## src/rtl/tx_enable_sequencer_if.sv

```systemverilog
// Command/status bundle of the TX enable sequencer.
//   i_start, i_stop            : single-cycle start/stop commands
//   i_fast_valid, i_slow_valid : pacing strobes (66b side / 20-lane side)
//   o_enb                      : per-stage enables, bit 0 most upstream
//   o_state                    : 0 IDLE, 1 RAMP_UP, 2 RUNNING, 3 RAMP_DOWN
//   o_running, o_busy          : state flags
// master drives the commands and strobes; slave is the sequencer.
interface tx_enable_sequencer_if #(
  parameter int N_STAGES = 7
) ();
  logic                i_start;
  logic                i_stop;
  logic                i_fast_valid;
  logic                i_slow_valid;
  logic [N_STAGES-1:0] o_enb;
  logic [1:0]          o_state;
  logic                o_running;
  logic                o_busy;

  modport master (
    output i_start, i_stop, i_fast_valid, i_slow_valid,
    input  o_enb, o_state, o_running, o_busy
  );

  modport slave (
    input  i_start, i_stop, i_fast_valid, i_slow_valid,
    output o_enb, o_state, o_running, o_busy
  );
endinterface

```

## src/rtl/tx_enable_sequencer.sv

```systemverilog
// Start/stop sequencer for the 100GbE PCS TX chain. Raises the per-stage
// enables upstream-first on start and drops them upstream-first on stop, so
// every stage only sees valid upstream data and downstream stages drain.
// Consecutive enable changes are separated by STAGE_DELAY qualifying strobes:
// i_fast_valid for stages below FIRST_SLOW_STAGE, i_slow_valid otherwise.
// Ports:
//   i_clock : clock, rising edge
//   i_reset : synchronous active-high reset (all enables low, IDLE)
//   bus     : command/strobe inputs and enable/status outputs (slave modport)
module tx_enable_sequencer #(
  parameter int N_STAGES         = 7,
  parameter int FIRST_SLOW_STAGE = 5,
  parameter int STAGE_DELAY      = 4,
  parameter int NB_DELAY         = 8
) (
  input  logic                  i_clock,
  input  logic                  i_reset,
  tx_enable_sequencer_if.slave  bus
);

  // ptr must be able to step one past the last stage during the drain
  localparam int PW = $clog2(N_STAGES + 1);
  localparam logic [PW-1:0]       LAST_STAGE = PW'(N_STAGES - 1);
  localparam logic [NB_DELAY-1:0] CNT_LAST   =
    NB_DELAY'((STAGE_DELAY > 0) ? (STAGE_DELAY - 1) : 0);

  typedef enum logic [1:0] {
    S_IDLE      = 2'd0,
    S_RAMP_UP   = 2'd1,
    S_RUNNING   = 2'd2,
    S_RAMP_DOWN = 2'd3
  } state_e;

  state_e                state_q;
  logic [N_STAGES-1:0]   enb_q;
  logic [PW-1:0]         ptr_q;
  logic [PW-1:0]         top_q;
  logic [NB_DELAY-1:0]   cnt_q;
  logic                  running_q;
  logic                  busy_q;

  logic                  strobe;
  logic                  advance;

  always_comb begin
    strobe  = (int'(ptr_q) >= FIRST_SLOW_STAGE) ? bus.i_slow_valid : bus.i_fast_valid;
    // Zero delay: change every cycle, no strobe required.
    // Otherwise the strobe that would bring the count to STAGE_DELAY
    // performs the change itself, so cnt never reaches STAGE_DELAY.
    advance = (STAGE_DELAY == 0) || (strobe && (cnt_q == CNT_LAST));
  end

  always_ff @(posedge i_clock) begin
    if (i_reset) begin
      state_q   <= S_IDLE;
      enb_q     <= '0;
      ptr_q     <= '0;
      top_q     <= '0;
      cnt_q     <= '0;
      running_q <= 1'b0;
      busy_q    <= 1'b0;
    end else begin
      case (state_q)
        S_IDLE: begin
          if (bus.i_start && !bus.i_stop) begin
            state_q  <= S_RAMP_UP;
            enb_q[0] <= 1'b1;
            ptr_q    <= PW'(1);
            cnt_q    <= '0;
            busy_q   <= 1'b1;
          end
        end

        S_RAMP_UP: begin
          if (bus.i_stop) begin
            // pending enable is abandoned; drain what is already up
            state_q  <= S_RAMP_DOWN;
            top_q    <= ptr_q - PW'(1);
            enb_q[0] <= 1'b0;
            ptr_q    <= PW'(1);
            cnt_q    <= '0;
          end else if (advance) begin
            enb_q[ptr_q] <= 1'b1;
            ptr_q        <= ptr_q + PW'(1);
            cnt_q        <= '0;
            if (ptr_q == LAST_STAGE) begin
              state_q   <= S_RUNNING;
              running_q <= 1'b1;
              busy_q    <= 1'b0;
            end
          end else if (strobe) begin
            cnt_q <= cnt_q + NB_DELAY'(1);
          end
        end

        S_RUNNING: begin
          if (bus.i_stop) begin
            state_q   <= S_RAMP_DOWN;
            top_q     <= LAST_STAGE;
            enb_q[0]  <= 1'b0;
            ptr_q     <= PW'(1);
            cnt_q     <= '0;
            running_q <= 1'b0;
            busy_q    <= 1'b1;
          end
        end

        S_RAMP_DOWN: begin
          // ptr past top means the last clear happened on the previous edge
          if (ptr_q > top_q) begin
            state_q <= S_IDLE;
            ptr_q   <= '0;
            top_q   <= '0;
            cnt_q   <= '0;
            busy_q  <= 1'b0;
          end else if (advance) begin
            enb_q[ptr_q] <= 1'b0;
            ptr_q        <= ptr_q + PW'(1);
            cnt_q        <= '0;
          end else if (strobe) begin
            cnt_q <= cnt_q + NB_DELAY'(1);
          end
        end

        default: state_q <= S_IDLE;
      endcase
    end
  end

  assign bus.o_enb     = enb_q;
  assign bus.o_state   = state_q;
  assign bus.o_running = running_q;
  assign bus.o_busy    = busy_q;

endmodule

```

## src/flat_wrapper.sv

```systemverilog
// flat-port wrapper written by rule: the top's interface ports become plain ports
module tx_enable_sequencer_flat 
#(
  parameter int N_STAGES         = 7,
  parameter int FIRST_SLOW_STAGE = 5,
  parameter int STAGE_DELAY      = 4,
  parameter int NB_DELAY         = 8
)
  (i_clock, i_reset, bus_i_start, bus_i_stop, bus_i_fast_valid, bus_i_slow_valid, bus_o_enb, bus_o_state, bus_o_running, bus_o_busy);
  tx_enable_sequencer_if #(.N_STAGES(N_STAGES)) bus_i ();
  input  logic i_clock;
  input  logic i_reset;
  input wire logic [$bits(bus_i.i_start)-1:0] bus_i_start;
  input wire logic [$bits(bus_i.i_stop)-1:0] bus_i_stop;
  input wire logic [$bits(bus_i.i_fast_valid)-1:0] bus_i_fast_valid;
  input wire logic [$bits(bus_i.i_slow_valid)-1:0] bus_i_slow_valid;
  output wire logic [$bits(bus_i.o_enb)-1:0] bus_o_enb;
  output wire logic [$bits(bus_i.o_state)-1:0] bus_o_state;
  output wire logic [$bits(bus_i.o_running)-1:0] bus_o_running;
  output wire logic [$bits(bus_i.o_busy)-1:0] bus_o_busy;
  assign bus_i.i_start = bus_i_start;
  assign bus_i.i_stop = bus_i_stop;
  assign bus_i.i_fast_valid = bus_i_fast_valid;
  assign bus_i.i_slow_valid = bus_i_slow_valid;
  assign bus_o_enb = bus_i.o_enb;
  assign bus_o_state = bus_i.o_state;
  assign bus_o_running = bus_i.o_running;
  assign bus_o_busy = bus_i.o_busy;
  tx_enable_sequencer #(.N_STAGES(N_STAGES), .FIRST_SLOW_STAGE(FIRST_SLOW_STAGE), .STAGE_DELAY(STAGE_DELAY), .NB_DELAY(NB_DELAY)) u_core (.i_clock(i_clock), .i_reset(i_reset), .bus(bus_i));
endmodule
```

## config.mk

```make
export PLATFORM = sky130hd
export DESIGN_NAME = tx_enable_sequencer_flat
export DESIGN_NICKNAME = d
export VERILOG_FILES = /design/src/rtl/tx_enable_sequencer_if.sv /design/src/rtl/tx_enable_sequencer.sv /design/src/flat_wrapper.sv
export SDC_FILE = /design/constraint.sdc
export NUM_CORES = 1
export LEC_CHECK = 0
export CAP_MARGIN = 30
export CORE_UTILIZATION = 44
export CTS_CLUSTER_SIZE = 25
export DETAILED_ROUTE_END_ITERATION = 12
export GPL_TIMING_DRIVEN = 1
export PLACE_DENSITY_LB_ADDON = 0.12
export SYNTH_ARGS = -nofsm -noshare
export SYNTH_HDL_FRONTEND = slang
export SYNTH_SLANG_ARGS = --single-unit
```

## constraint.sdc

```tcl
create_clock -name i_clock -period 3.1 [get_ports i_clock]
set_input_delay 0.465 -clock i_clock [delete_from_list [all_inputs] [get_ports i_clock]]
set_output_delay 0.465 -clock i_clock [all_outputs]
set_load 0.05 [all_outputs]
```

==> out/qor.txt <==
Maximum clock frequency: 0.385 GHz
Switching Share: 47.9%
# setup viols final: 0
Largest clock skew in the final design: 0.00270 ns
Worst slack on hold paths: 0.474 ns
Tightest slew margin relative to the limit: 48.4%
Yosys synthesis warning count: 0
Post-placement worst setup slack: 0.564 ns
Most used routing layer in global routing: met2
Actual slew at the worst max-slew pin: 0.769 ns
Met3 routed wirelength: 151 um
Reg2Reg Launch Point: u_core.ptr_q[1]$_SDFFE_PP0P_
Clock insertion delay at the later pin of the skew report: 0.33 ns
Vias per cell: 5.78
Most repeated cell in the gate-level netlist after synthesis: sky130_fd_sc_hd__dfxtp_1
Max stage delay cell, worst path: sky130_fd_sc_hd__dfxtp_1
Slowest cell delay on critical path: 0.66 ns
Sequential standard cell area: 500 um^2
Top logic family: simple AND/OR/NAND/NOR gates
Die W: 62.4 um
Hold crit path type: reg -> reg
Number of warnings in the stage logs: 32
Number of nets in the final layout: 225
Root Driver: sky130_fd_sc_hd__clkbuf_4
Uppermost routed layer: met4
Number of buffers and inverters on the critical path: 1
Number of enable flip-flop cells: 0
Multi-input logic portion of the cell area: 56.2%
Number of antenna repair diodes: 0
Mapped cell area: 1600 um^2
Flops after synth: 25
TritonRoute pass-1 iters: 5
Number of remaining DRC errors: 0
Main area contributors after synthesis: sky130_fd_sc_hd__dfxtp_1 31%, sky130_fd_sc_hd__ha_1 9.4%, sky130_fd_sc_hd__a21oi_1 5.3%
H-tree depth reported by CTS: 1
Worst Path Required: 3.33 ns
Most common logic cells in the final layout: 25 x sky130_fd_sc_hd__dfxtp_1, 17 x sky130_fd_sc_hd__a21oi_1, 16 x sky130_fd_sc_hd__clkdlybuf4s50_1
Total combinational power: 0.735 mW
Number of hold buffers added after cts: 0
Average routed wire per standard cell: 14.5 um
Count of placed standard cells including taps: 248
MI comb cells: 149
Yosys cell count: 192
MUX share of area: 0.703%
Worst-case clock buffer depth: 2
All-Layer GR Usage: 19.8%
Reg2reg setup slack: 0.50 ns
Initial core utilization: 46.9%
Clock power share: 11.4%
Result of the run: completed
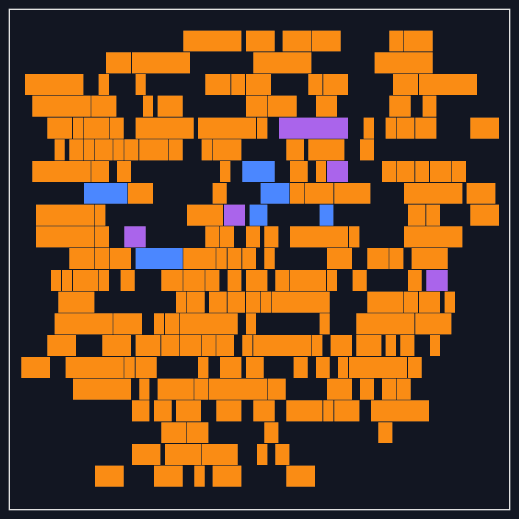
(cells by drive strength)
Drawn at 8 px/um.
Key: purple = drive 3 to 4 [cells 5, most used clkbuf_4]; blue = drive 2 [cells 6]; orange = drive 1 or less [cells 195, most used dfxtp_1]
Non-clk bufs: 17
Final WS setup: 0.501 ns
Layout Cell Area excl Fill: 1810 um^2
synthesis-to-finish area growth: 13.1%

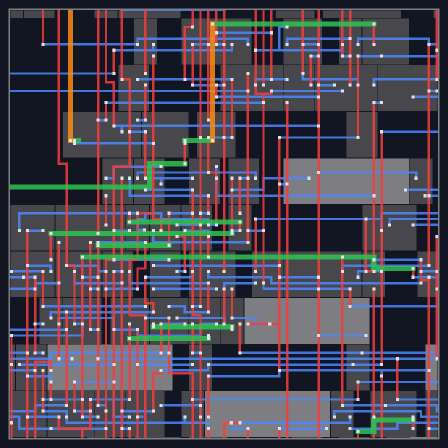
(close-up of the layout)
Window x 19 to 44, y 19 to 44 um. Cells in gray, sequential cells in the stronger gray; small squares are vias.
Key: green = met3; orange = met4; red = met2; blue = met1
54 logic cells have their middle in the window. Most frequent: nand2_1 (7), a21oi_1 (6), dfxtp_1 (4). Netlist names of flops here include u_core.ptr_q (2). Sequential cells in the window: 4.

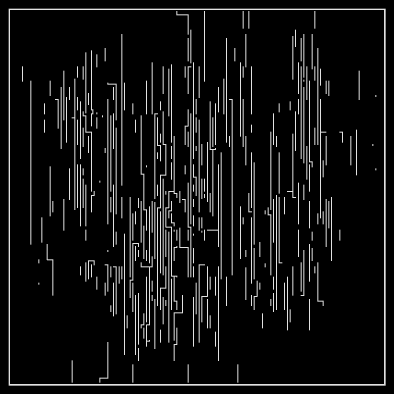
(metal 2)
Drawn at 6 px/um.
The layer holds 46% of the routed length. The layer carries 1700 um of wire.

Power is estimated from default activity; no workload was simulated.
